Design label_pack, sky130hd; sources not shown.
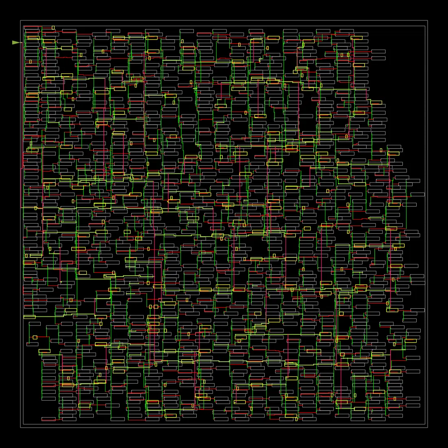
Figure 1: run 1, clock wiring as the flow saved it.
Clock Sinks: 1249
# clk buffers: 180
total CTS buffers: 135
flip-flops: 1249

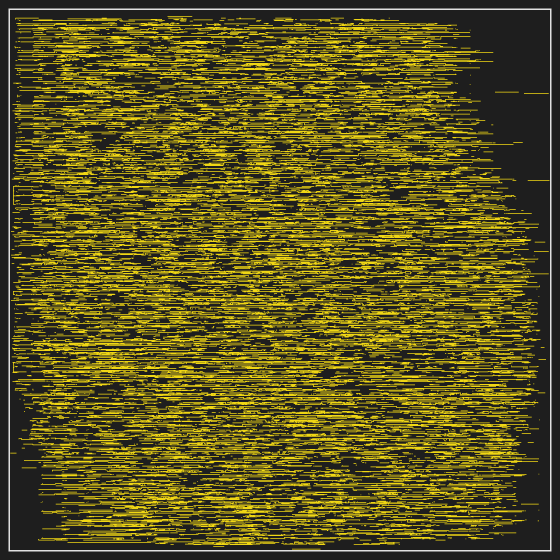
Figure 2: run 1, the metal 1 layer.
longest straight run: 109 µm
nets with wire on the layer: 3597
main direction: horizontal
vias post-DR: 36900
met1 Use GR: 48.4%

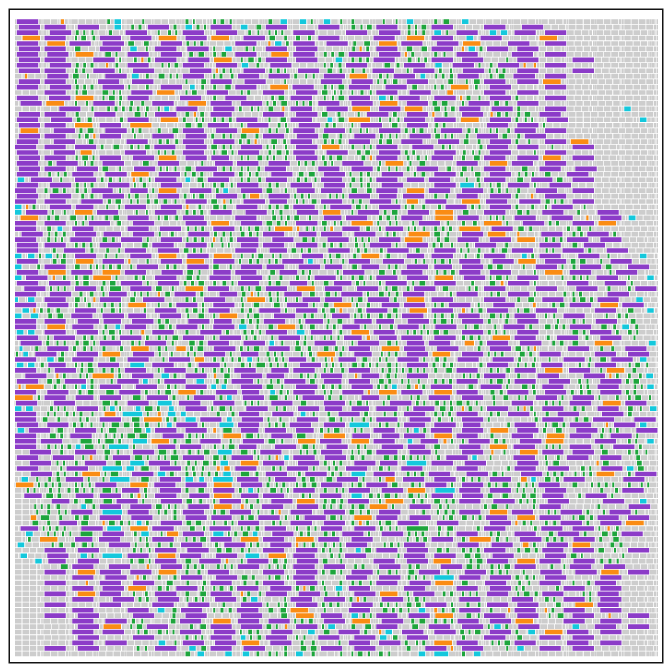
Figure 3: run 1, placement by cell class.
Fill, decap, tap and diode cells in gray.
legend:
  other buffers and delay cells:
    color: cyan
    cells: 165
    share_of_their_area: 3.4%
  flops:
    color: purple
    cells: 1249
    share_of_their_area: 68%
  combinational and other logic:
    color: green
    cells: 2153
    share_of_their_area: 21%
  clock drivers and dummy loads:
    color: orange
    cells: 246
    share_of_their_area: 7.9%
post-layout util: 55.0%
site row count: 117
Seq/total area: 66.0%

==> flow_summary.toml, run 1 <==
# synthesis and place-and-route metrics
[drt]
drt_iter0_drc = 5538
drc = 0
wl_um = 210000
drt-wirelength-per-cell_um = 40.6
ant_nets = 0

[global_route]
grt_pass1_wl_um = 298000
grtUsageTotal_pct = 39.4
grt_max_degree = 201
first_global_vias = 39500
antenna_found_initial = 7

[synth]
yosys.area_share.aoi_pct = 14.4
ys.flop_type = "edfxtp_1"
yosysWarnings = 0
synthTopLogicFamily = "AND-OR/OR-AND gates"
ys_sh_simple_pct = 6.59
post_synth_num_cell_types = 33
ys_seq_share_pct = 74.8
floorplan.nets = 3697
synth-edff-count = 1168
async_flop_share_pct = 6.49
avgSynthCellArea_um2 = 13.5
yosysCellCount = 3674
ys_area_um2 = 49600
top_cells_by_area = "edfxtp_1, o21ai_0, nor2_1, dfrtp_1, o221ai_1"
mux_share_pct = 0
largest_area_cell = "edfxtp_1"
top_cell_area_share_pct = 70.7
ys_sh_xor_pct = 0.141

[power]
switchingPower_mw = 9.18
irDropWorstVdd_mv = 0.441
clockPowerShare_pct = 27.3
p_leak_nw = 18.6
p_int_mw = 12.1
combPwrFrac_pct = 39.0
seq_power_share_pct = 33.7

[cells_and_area]
drive_gt1_share_pct = 8.03
final-clk-cell-share_pct = 7.61
largest_register_ffs = 1168
comb-cell-share_pct = 19.1
final_cell_mix = "edfxtp_1, o21ai_0, nor2_1"
largest_cell_class = "sequential cells"
buffer_area_share_pct = 3.33
fillers = 9178

[clock_tree]
insertion_delay_ns = 0.79
cts_repair_resize_count = 0
cts_tree = "yes"
clk_path_buf_depth = 3
cts_root_buf = "clkbuf_16"
cts-hold-fix-buffers = 0
post_cts_buffers = 0
h-tree-depth = 4

[setup_path]
arrival_ns = 5.39
critPathKind = "reg -> out"
rrSetupSlack_ns = 4.65
cp_slowest_cell = "clkdlybuf4s50_1"
required_ns = 7.11
slowest_delay_ns = 0.91
path_cells = "buf_12 -> buf_16 -> buf_4 -> o21ai_1 -> o221ai_1 -> o211ai_1 -> a21oi_1 -> clkdlybuf4s50_1"

[floorplanning]
n_tap_cell = 1368
pin_count = 88
core_um2 = 102000
dieArea_um2 = 106000
die_w_um = 325
die-height_um = 325

[timing]
setup-tns-final_ns = 0
fin_crit_sh_pct = 80.6
period_minus_slack_ns = 7.17
clock_skew_ns = 0.0484
clock.fmax_ghz = 0.140
max-slew-margin-rel_pct = 36.5

[run]
warnings = 52

[placement]
port_buffers = 87
dpl.cell_count = 4933
dp_hpwl_um = 103000
gp_congestion = 0.741

[status]
outcome = "finished, final reports clean"

[hold_path]
hp-class = "reg -> reg"
==> run 1: metrics by stage <==
stage / hold slack [ns] / worst slack (ns) / instance area [µm²]
2_1_floorplan: 0.453 / 2.91 / 49600
3_3_place_gp: 0.465 / 2.46 / 51500
3_5_place_dp: 0.479 / 2.67 / 51900
4_1_cts: 0.509 / 1.83 / 56200
5_1_grt: 0.544 / 1.64 / 56200
6_report: 0.511 / 1.72 / 56200
==> run 1: Yosys cell counts (8+ instances only) <==
| cell type | n |
|---|---|
| o21a_1 | 32 |
| o221ai_1 | 203 |
| nand2_1 | 148 |
| o211ai_1 | 89 |
| dfrtp_1 | 81 |
| ha_1 | 10 |
| o21ai_1 | 70 |
| clkbuf_2 | 53 |
| buf_2 | 92 |
| buf_6 | 21 |
| nand3_1 | 66 |
| a21oi_1 | 74 |
| nor2_1 | 601 |
| o21ai_0 | 598 |
| edfxtp_1 | 1168 |
| buf_4 | 17 |
| clkbuf_1 | 87 |
| o22ai_1 | 113 |
| inv_1 | 115 |
| xor2_1 | 8 |
==> run 1: metal layers <==
metal  wire length (µm)  track usage [%]
met1              75400             48.4
met3              19200             8.27
met5                 41                0
met4              13400             23.2
met2             102000             64.5
==> run 1: power by group through the flow <==
| stage | registers [mW] | logic [mW] | clock network (mW) |
|---|---|---|---|
| floorplan | 7.10 | 4.99 | 0 |
| global placement | 7.28 | 7.02 | 0 |
| detailed placement | 7.28 | 7.72 | 0 |
| CTS | 7.19 | 8.09 | 5.81 |
| global route | 7.18 | 8.57 | 5.98 |
| finish | 7.18 | 8.29 | 5.80 |
==> run 1: tightest hold or removal path: stages, from the launching register on <==
cell,delay (ns)
dfrtp_1,0.36
nand2_1,0.06
o21ai_0,0.06
Figure 4. Signal wires on met3 (run 1).
Bar = 100 µm.
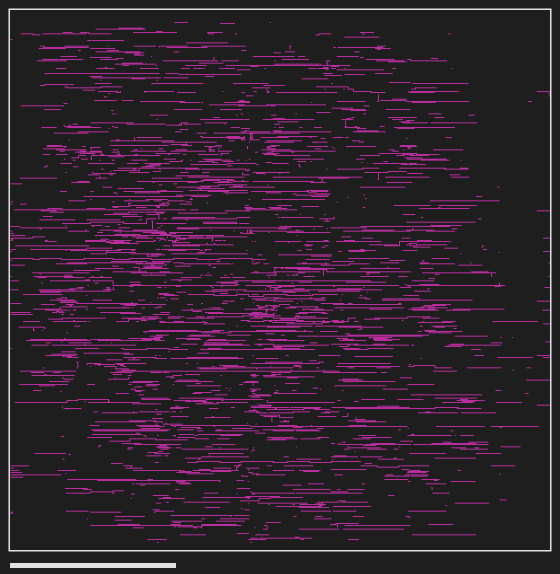

==> run 2, diff against run 1 <==
--- a/config.mk
+++ b/config.mk
@@ -9,11 +9,11 @@
 export CELL_PAD_IN_SITES_DETAIL_PLACEMENT = 2
 export CELL_PAD_IN_SITES_GLOBAL_PLACEMENT = 2
 export CORE_MARGIN = 2
-export CORE_UTILIZATION = 48
+export CORE_UTILIZATION = 45
 export CTS_CLUSTER_SIZE = 14
 export DETAILED_ROUTE_END_ITERATION = 8
 export GPL_ROUTABILITY_DRIVEN = 1
-export PLACE_DENSITY = 0.88
+export PLACE_DENSITY = 0.83
 export SLEW_MARGIN = 40
 export SYNTH_ARGS = -nofsm -noshare
 export SYNTH_HDL_FRONTEND = slang
==> constraint.sdc (replaced) <==
create_clock -name aclk -period 6.9 [get_ports aclk]
set_input_delay 1.38 -clock aclk [delete_from_list [all_inputs] [get_ports aclk]]
set_output_delay 1.38 -clock aclk [all_outputs]
set_load 0.05 [all_outputs]
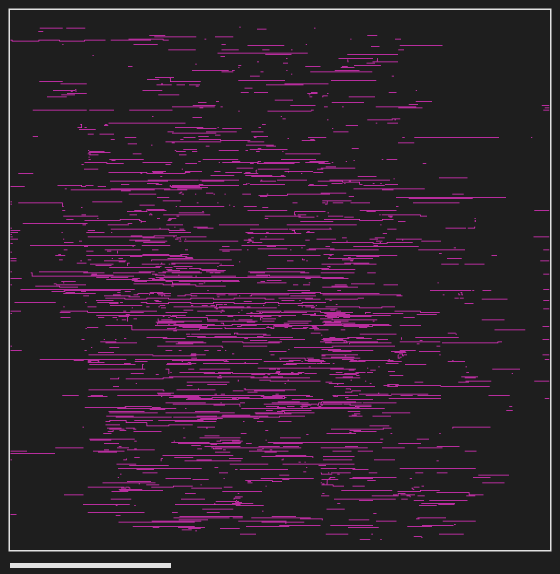
Figure 5: run 2, signal wires on met3.
Bar = 100 µm.
share of all routed wire: 8.0%
main direction: horizontal
longest straight run: 117 µm
GR Util met3: 6.40%
vias post-DR: 35600
final WL: 199000 µm

==> flow_summary.toml, run 2 <==
# synthesis and place-and-route metrics
[status]
outcome = "finished, final reports clean"

[synth]
ys_area_um2 = 49600
yosysCellCount = 3674
floorplan.nets = 3697
top_cell_area_share_pct = 70.7
post-synth-top-count-cell = "edfxtp_1"
ys_top_cells_by_count = "edfxtp_1, nor2_1, o21ai_0"
synthTopLogicFamily = "AND-OR/OR-AND gates"
syn_inst = 3674
largest_area_cell = "edfxtp_1"
syn_area_um2 = 49600
yosys.area_share.aoi_pct = 14.4
yosysWarnings = 0
avgSynthCellArea_um2 = 13.5
async_flop_share_pct = 6.49
ys_seq_share_pct = 74.8
synth_flops = 1249
synth-edff-count = 1168
ys_sh_adder_pct = 0.252
ys.flop_type = "edfxtp_1"
top_cells_by_area = "edfxtp_1, o21ai_0, nor2_1, dfrtp_1, o221ai_1"
ys_sh_simple_pct = 6.59
mux_share_pct = 0
post_synth_num_cell_types = 33
ys_sh_xor_pct = 0.141

[cells_and_area]
nets = 3735
fillers = 10000
stdcell_area_um2 = 56300
syn2layout_area_growth_pct = 13.6
final_cell_mix = "edfxtp_1, o21ai_0, nor2_1"
largest_register_ffs = 1168
final_common_cell = "edfxtp_1"
drive_gt1_share_pct = 7.96

[power]
power.density_nw_per_um2 = 478
p_leak_nw = 18.6
irDropWorstVdd_mv = 0.427

[placement]
dp_hpwl_um = 100000
dpl_cell_area_um2 = 52100
gp_congestion = 0.749
port_buffers = 87

[timing]
setup-tns-final_ns = 0
max-slew-margin-rel_pct = 40.5
hold_viol_final = 0
setup_violations = 0
worst_slew_pin_slew_ns = 0.889
fin_crit_sh_pct = 90.5
clock_skew_ns = 0.0344
clock.fmax_ghz = 0.160
rsz0062_at_grt = "no"
fin_hold_ws_ns = 0.506
slew_viol_final = 0
period_minus_slack_ns = 6.24

[clock_tree]
insertion_delay_ns = 0.77
cts_tree = "yes"
cts_root_buf = "clkbuf_16"
clk_path_buf_depth = 3
h-tree-depth = 4
path_clk_slew_ns = 0.06
cts_sinks = 1249
cts-hold-fix-buffers = 0
cts_repair_resize_count = 0
cts_buffers = 135
post_cts_buffers = 0

[global_route]
grtUsageTotal_pct = 34.9
antenna_found_initial = 7
first_global_vias = 38500
gr-total-overflow = 0
grt_pass1_wl_um = 282000
grt_max_degree = 260

[hold_path]
whs_path_depth = 1
hp-class = "reg -> reg"

[drt]
via_per_inst = 6.72
met3_length_um = 16000
dr.max_layer_used = "met5"
firstDrtPassIters = 6
m1WireLength_um = 74700
drt-wirelength-per-cell_um = 37.6
drc = 0
drt_iter0_drc = 4773
ant_nets = 0
met2_length_um = 98100

[floorplanning]
die-height_um = 336
core_um2 = 109000
pin_count = 88
dieArea_um2 = 113000
rows = 121
initCoreUtil_pct = 45.4
die_w_um = 336

[run]
warnings = 52
maxCapViolCount = 0

[setup_path]
slowest_delay_ns = 0.92
rr_worst_depth = 7
path_cells = "clkinv_16 -> buf_16 -> buf_12 -> o21ai_0 -> o22ai_1 -> o211ai_1 -> a21oi_1 -> clkdlybuf4s50_1"
required_ns = 5.52
arrival_ns = 4.86
rrSetupSlack_ns = 3.14
critPathKind = "reg -> out"
endpoint_kind = "output pin"
cp_slowest_cell = "clkdlybuf4s50_1"
cp_max_fo = 156
setup.worst_path.start_class = "register"
[run 2: cell counts after synthesis]
Identical to the previous run, type by type.
[run 2: area by class of cell]
type	instances	area, µm²	share of cell area, %
diodes	1	2.50	0.00444
clock buffers	191	3780	6.71
well taps	1476	1850	3.28
inverters	124	523	0.928
flip-flops and latches	1249	37100	65.9
repair buffers	173	1960	3.48
clock inverters	53	392	0.695
multi-input cells	2029	10700	19.0
[run 2: routing by layer]
| metal | vias up | global-route usage (%) |
|---|---|---|
| met5 | - | 0 |
| met4 | 6 | 18.6 |
| met3 | 652 | 6.40 |
| met2 | 2312 | 57.8 |
| met1 | 18700 | 43.6 |
| li1 | 13900 | - |
[run 2: cell families (layout without fill, tap and decap cells)]
group	after synthesis	after routing
DFF	1249	1249
AOI/OAI and AO/OA	1181	1181
and+or+nand+nor	830	830
buffers and inverters	396	541
adders and majority gates	10	10
xor gates and xnor gates	8	8
other	0	1
[run 2: per-stage QoR]
stage          util, %  total power [mW]  setup slack, ns  instances
3_5_place_dp      47.7              19.3             1.57       5047
6_report          51.6              26.9            0.657       5296
3_3_place_gp      47.5              18.5             1.69       5039
4_1_cts           51.5              26.8            0.759       5291
5_1_grt           51.6              27.6            0.586       5295
2_1_floorplan        -              15.6             1.32       3674
[run 2: where the power goes]
group | internal (mW) | switching (mW)
sequential | 8.87 | 0.385
combinational | 2.61 | 7.80
clock | 3.98 | 3.30
[run 2: worst max-delay path, delay by kind of cell, from the launching register on]
kind | cells | cell delay [ns]
buf+inv | 4 | 2.08
compound gates | 4 | 1.08
flops | 1 | 0.59
Power figures rest on the tool's default switching activity, not on a simulated workload.
